<file path="config.mk">
export PLATFORM = sky130hd
export DESIGN_NAME = instruction_cache
export DESIGN_NICKNAME = d
export VERILOG_FILES = /design/src/rtl/icache_pkg.sv /design/src/rtl/icache_data_array.sv /design/src/rtl/instruction_cache.sv
export SDC_FILE = /design/constraint.sdc
export NUM_CORES = 2
export LEC_CHECK = 0
export CAP_MARGIN = 20
export CORE_MARGIN = 2
export CORE_UTILIZATION = 40
export DETAILED_ROUTE_END_ITERATION = 6
export DONT_BUFFER_PORTS = 1
export GPL_TIMING_DRIVEN = 0
export SLEW_MARGIN = 20
export SYNTH_ARGS = -nofsm -noshare
export SYNTH_HDL_FRONTEND = slang
export SYNTH_SLANG_ARGS = --single-unit
</file>
<file path="constraint.sdc">
create_clock -name clock -period 6.6 [get_ports clock]
set_input_delay 0.66 -clock clock [delete_from_list [all_inputs] [get_ports clock]]
set_output_delay 0.66 -clock clock [all_outputs]
set_load 0.05 [all_outputs]
</file>
<file path="src/rtl/icache_pkg.sv">
// Shared definitions for the direct-mapped instruction cache: default geometry,
// derived address-field widths and the controller state encoding.
package icache_pkg;

  localparam int unsigned ICACHE_ADDR_SIZE  = 10;
  localparam int unsigned ICACHE_LINE_WORDS = 4;
  localparam int unsigned ICACHE_LINES      = 16;

  localparam int unsigned ICACHE_WORD_W  = $clog2(ICACHE_LINE_WORDS);
  localparam int unsigned ICACHE_INDEX_W = $clog2(ICACHE_LINES);
  localparam int unsigned ICACHE_TAG_W   = ICACHE_ADDR_SIZE - 2 - ICACHE_WORD_W - ICACHE_INDEX_W;

  typedef enum logic [2:0] {
    ST_IDLE,
    ST_LOOKUP,
    ST_FILL_REQ,
    ST_FILL_WAIT,
    ST_RESPOND
  } state_e;

endpackage

</file>
<file path="src/rtl/icache_data_array.sv">
// Line storage for the instruction cache: LINES x LINE_WORDS x 32 registers,
// one synchronous write port and one asynchronous read port.
module icache_data_array
  import icache_pkg::*;
#(
  parameter int unsigned LINE_WORDS = ICACHE_LINE_WORDS,
  parameter int unsigned LINES      = ICACHE_LINES
) (
  input  logic                          clk_i,
  input  logic                          we_i,
  input  logic [$clog2(LINES)-1:0]      wr_line_i,
  input  logic [$clog2(LINE_WORDS)-1:0] wr_word_i,
  input  logic [31:0]                   wr_data_i,
  input  logic [$clog2(LINES)-1:0]      rd_line_i,
  input  logic [$clog2(LINE_WORDS)-1:0] rd_word_i,
  output logic [31:0]                   rd_data_o
);

  localparam int unsigned WORD_W  = $clog2(LINE_WORDS);
  localparam int unsigned INDEX_W = $clog2(LINES);
  localparam int unsigned DEPTH   = LINES * LINE_WORDS;

  logic [31:0] mem_q [DEPTH];

  // Contents need no reset; the valid bits in the top level guard every read.
  always_ff @(posedge clk_i) begin
    if (we_i) begin
      mem_q[{wr_line_i, wr_word_i}] <= wr_data_i;
    end
  end

  assign rd_data_o = mem_q[{rd_line_i, rd_word_i}];

endmodule

</file>
<file path="src/rtl/instruction_cache.sv">
// Direct-mapped read-only instruction cache between the memory controller ROM port
// and the ROM. Optional hit/miss counters are enabled with ICACHE_STATS_EN.
module instruction_cache
  import icache_pkg::*;
#(
  parameter int unsigned ADDR_SIZE  = ICACHE_ADDR_SIZE,
  parameter int unsigned LINE_WORDS = ICACHE_LINE_WORDS,
  parameter int unsigned LINES      = ICACHE_LINES
) (
  input  logic                 clock,
  input  logic                 reset,
  input  logic                 c_enable,
  input  logic [ADDR_SIZE-1:0] c_addr,
  output logic [31:0]          c_data,
  output logic                 c_busy,
  output logic                 m_enable,
  output logic [ADDR_SIZE-1:0] m_addr,
  input  logic [31:0]          m_data,
  input  logic                 m_busy,
  input  logic                 flush
`ifdef ICACHE_STATS_EN
  ,
  output logic [31:0]          hit_count,
  output logic [31:0]          miss_count
`endif
);

  localparam int unsigned WORD_W  = $clog2(LINE_WORDS);
  localparam int unsigned INDEX_W = $clog2(LINES);
  localparam int unsigned TAG_W   = ADDR_SIZE - 2 - WORD_W - INDEX_W;
  localparam int unsigned WADDR_W = ADDR_SIZE - 2;

  state_e               state_q, state_d;
  logic [WADDR_W-1:0]   addr_q, addr_d;
  logic [WORD_W-1:0]    cnt_q, cnt_d;
  logic [31:0]          c_data_q, c_data_d;
  logic                 c_busy_q, c_busy_d;
  logic                 m_enable_q, m_enable_d;
  logic [ADDR_SIZE-1:0] m_addr_q, m_addr_d;
  logic                 seen_busy_q, seen_busy_d;
  logic                 en_prev_q;
  logic                 flush_pending_q, flush_pending_d;
  logic [LINES-1:0]     valid_q, valid_d;
  logic [TAG_W-1:0]     tag_q [LINES];

  logic [WORD_W-1:0]    req_word_c;
  logic [INDEX_W-1:0]   req_index_c;
  logic [TAG_W-1:0]     req_tag_c;
  logic                 lookup_hit_c;
  logic                 fill_we_c;
  logic                 tag_we_c;
  logic                 hit_c;
  logic                 miss_c;
  logic [31:0]          rd_data_c;
  logic                 unused_addr_bits_c;

  assign req_word_c   = addr_q[WORD_W-1:0];
  assign req_index_c  = addr_q[WORD_W+INDEX_W-1:WORD_W];
  assign req_tag_c    = addr_q[WADDR_W-1:WORD_W+INDEX_W];
  assign lookup_hit_c = valid_q[req_index_c] && (tag_q[req_index_c] == req_tag_c);

  // Byte-offset bits are never looked at.
  assign unused_addr_bits_c = ^c_addr[1:0];

  icache_data_array #(
    .LINE_WORDS (LINE_WORDS),
    .LINES      (LINES)
  ) u_data (
    .clk_i     (clock),
    .we_i      (fill_we_c),
    .wr_line_i (req_index_c),
    .wr_word_i (cnt_q),
    .wr_data_i (m_data),
    .rd_line_i (req_index_c),
    .rd_word_i (req_word_c),
    .rd_data_o (rd_data_c)
  );

  // Tags need no reset; a line is only trusted once its valid bit is set.
  always_ff @(posedge clock) begin
    if (tag_we_c) begin
      tag_q[req_index_c] <= req_tag_c;
    end
  end

  always_ff @(posedge clock) begin
    if (reset) begin
      state_q         <= ST_IDLE;
      addr_q          <= '0;
      cnt_q           <= '0;
      c_data_q        <= '0;
      c_busy_q        <= 1'b0;
      m_enable_q      <= 1'b0;
      m_addr_q        <= '0;
      seen_busy_q     <= 1'b0;
      en_prev_q       <= 1'b0;
      flush_pending_q <= 1'b0;
      valid_q         <= '0;
    end else begin
      state_q         <= state_d;
      addr_q          <= addr_d;
      cnt_q           <= cnt_d;
      c_data_q        <= c_data_d;
      c_busy_q        <= c_busy_d;
      m_enable_q      <= m_enable_d;
      m_addr_q        <= m_addr_d;
      seen_busy_q     <= seen_busy_d;
      en_prev_q       <= c_enable;
      flush_pending_q <= flush_pending_d;
      valid_q         <= valid_d;
    end
  end

  always_comb begin
    state_d         = state_q;
    addr_d          = addr_q;
    cnt_d           = cnt_q;
    c_data_d        = c_data_q;
    c_busy_d        = c_busy_q;
    m_enable_d      = m_enable_q;
    m_addr_d        = m_addr_q;
    seen_busy_d     = seen_busy_q;
    flush_pending_d = flush_pending_q | flush;
    valid_d         = valid_q;
    fill_we_c       = 1'b0;
    tag_we_c        = 1'b0;
    hit_c           = 1'b0;
    miss_c          = 1'b0;

    unique case (state_q)
      ST_IDLE: begin
        // A pending flush takes effect here, before any request in this cycle is looked up.
        if (flush_pending_q) begin
          valid_d         = '0;
          flush_pending_d = flush;
        end
        if (c_enable && !en_prev_q) begin
          addr_d   = c_addr[ADDR_SIZE-1:2];
          c_busy_d = 1'b1;
          state_d  = ST_LOOKUP;
        end
      end
      ST_LOOKUP: begin
        if (lookup_hit_c) begin
          hit_c    = 1'b1;
          c_busy_d = 1'b0;
          c_data_d = rd_data_c;
          state_d  = ST_RESPOND;
        end else begin
          miss_c  = 1'b1;
          cnt_d   = '0;
          state_d = ST_FILL_REQ;
        end
      end
      ST_FILL_REQ: begin
        m_enable_d  = 1'b1;
        m_addr_d    = {req_tag_c, req_index_c, cnt_q, 2'b00};
        seen_busy_d = 1'b0;
        state_d     = ST_FILL_WAIT;
      end
      ST_FILL_WAIT: begin
        if (!seen_busy_q) begin
          seen_busy_d = m_busy;
        end else if (!m_busy) begin
          fill_we_c  = 1'b1;
          m_enable_d = 1'b0;
          if (cnt_q == WORD_W'(LINE_WORDS - 1)) begin
            valid_d[req_index_c] = 1'b1;
            tag_we_c             = 1'b1;
            state_d              = ST_RESPOND;
          end else begin
            cnt_d   = cnt_q + WORD_W'(1);
            state_d = ST_FILL_REQ;
          end
        end
      end
      ST_RESPOND: begin
        c_busy_d = 1'b0;
        c_data_d = rd_data_c;
        state_d  = ST_IDLE;
      end
      default: state_d = ST_IDLE;
    endcase
  end

  assign c_data   = c_data_q;
  assign c_busy   = c_busy_q;
  assign m_enable = m_enable_q;
  assign m_addr   = m_addr_q;

`ifdef ICACHE_STATS_EN
  logic [31:0] hit_q, hit_d;
  logic [31:0] miss_q, miss_d;

  // Saturating lookup-outcome counters, untouched by flush.
  always_comb begin
    hit_d  = hit_q;
    miss_d = miss_q;
    if (hit_c && (hit_q != 32'hFFFF_FFFF)) begin
      hit_d = hit_q + 32'd1;
    end
    if (miss_c && (miss_q != 32'hFFFF_FFFF)) begin
      miss_d = miss_q + 32'd1;
    end
  end

  always_ff @(posedge clock) begin
    if (reset) begin
      hit_q  <= '0;
      miss_q <= '0;
    end else begin
      hit_q  <= hit_d;
      miss_q <= miss_d;
    end
  end

  assign hit_count  = hit_q;
  assign miss_count = miss_q;
`else
  logic unused_stats_c;
  assign unused_stats_c = hit_c ^ miss_c;
`endif

endmodule

</file>
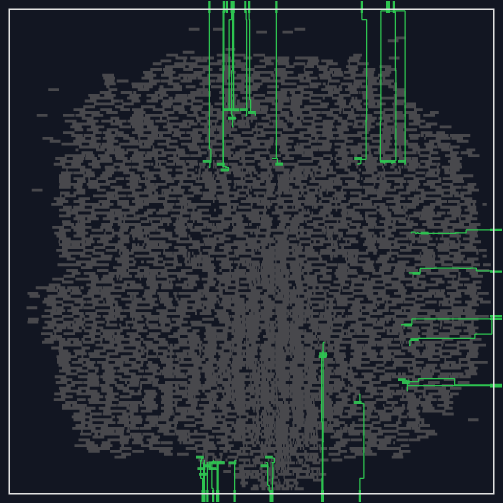
Fig. 1. I/O nets highlighted.
Key: green = c_data [bits 32, direction output, end cells 32, buffers 0, wire 3050 µm]
top-level I/O count: 91
count of input and output buffers: 0

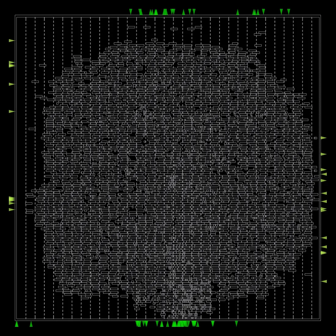
Fig. 2. Cell placement.
count of fill cells added during filler insertion: 16200
tap cells: 2688

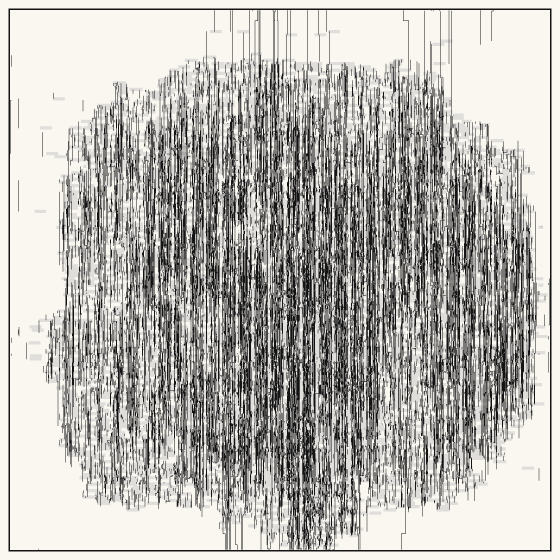
Fig. 3. The metal 2 layer.
Cells faint in the background.
The layer holds 46% of the routed length. The wires run mostly vertical. 3891 nets have wire on it. The longest straight run is 170 µm. The layer carries 129 mm of wire.
total wire length: 281000 µm
met2 Use GR: 41.0%
routed vias: 45000

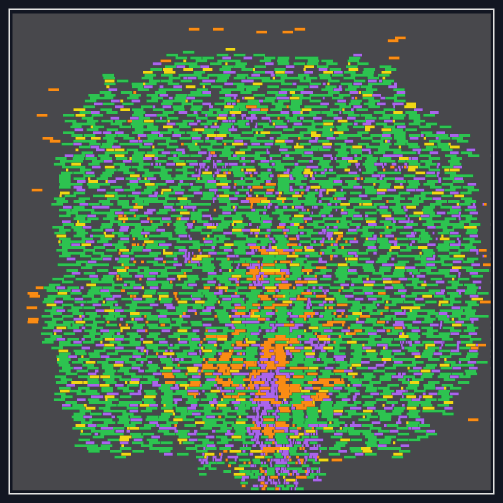
Fig. 4. Placed cells, one color a class.
Fill, decap, tap and diode cells in gray.
Key: orange = other buffers and delay cells [cells 439, share of their area 6.8%]; green = flip-flops [cells 2160, share of their area 67%]; yellow = clock drivers and dummy loads [cells 402, share of their area 7.3%]; purple = all other logic [cells 1393, share of their area 18%]
Cell Rows: 166
utilization of the core after routing: 48.1%
register fraction of the total cell area: 65.1%
Post-Layout Inst Area: 0.0983 mm²

==> results.md <==
| Stage | Result | Reported |
|:---|:---|:---|
| logic synthesis | Top cell type by instance count after synthesis | sky130_fd_sc_hd__edfxtp_1 |
| logic synthesis | Fraction of the mapped netlist area in simple logic gates | 1.99% |
| outcome | Run status | complete, no violations |
| setup path | Critical path arrival | 5580 ps |
| power | Biggest power consumer among the groups | sequential cells |
| logic synthesis | Gate count after technology mapping | 3774 |
| setup path | Buffers & Inverters on Critical Path | 5 |
| die | FP Util | 40.2% |
| power | Leakage dissipation | 30.2 nW |
| setup path | Most prevalent standard cell on the critical path | sky130_fd_sc_hd__buf_2 |
| die | Standard cell core area | 0.205 mm² |
| setup path | CP Capture Point | c_data[23]$_SDFFE_PP0P_ |
| clock tree | Clock transition time at the flip-flop clock pins of the worst setup and hold paths | 60 ps |
| setup path | CP delay by family, top | buffers and inverters |
| clock tree | Master cell of the clock root buffer | sky130_fd_sc_hd__clkbuf_16 |
| logic synthesis | Primary FF master, synth | sky130_fd_sc_hd__edfxtp_1 |
| hold path | Min-delay worst type | input pin to flop |
| layout | Number of flip-flops under the largest register name | 2048 |
| layout | Layout cells sized above 1 | 28.6% |
| timing | Highest clock frequency the design can meet | 0.205 GHz |
| detailed routing | Detailed-route DRC error count | 0 |
| layout | Ant. Diodes | 0 |
| logic synthesis | Async SR Flop Fraction | 0% |
| timing | Clock tree skew after final layout | 43.8 ps |
| setup path | Endpoint of the worst-slack reg-to-reg timing path | c_data[23]$_SDFFE_PP0P_ |
| layout | Number of nets in the layout | 4256 |
| setup path | Slack of the worst reg-to-reg path | 1720 ps |
| clock tree | Number of buffers on the longest clock path | 3 |
| detailed routing | Routed via count divided by cell count | 6.36 |
| hold path | Origin of the worst min-delay path | c_addr[2] |
| power | Total power | 29.2 mW |
| logic synthesis | Dominant cell area share | 75.9% |
==> per-layer routing <==
| layer | vias up | track usage [%] |
|---|---|---|
| met4 | 2 | 13.1 |
| met2 | 3392 | 41.0 |
| li1 | 16900 | - |
| met5 | - | 0 |
| met1 | 24100 | 35.4 |
| met3 | 659 | 6.37 |
==> timing repair <==
item / 4_1_cts / 5_1_grt
hold endpoints to repair: 2059 / 0
hold buffers: 40 / 0
resized: 0 / 0
setup buffers: 0 / 0
==> final cells by class <==
class	count	area (µm²)	area share [%]
sequential	2160	64100	65.1
multi-input combinational	1387	17500	17.8
clock buffer	288	5830	5.93
timing repair buffer	217	5240	5.33
tap	2688	3360	3.42
buffer	222	1200	1.22
clock inverter	114	1080	1.10
inverter	6	22.5	0.0229
Power figures rest on the tool's default switching activity, not on a simulated workload.
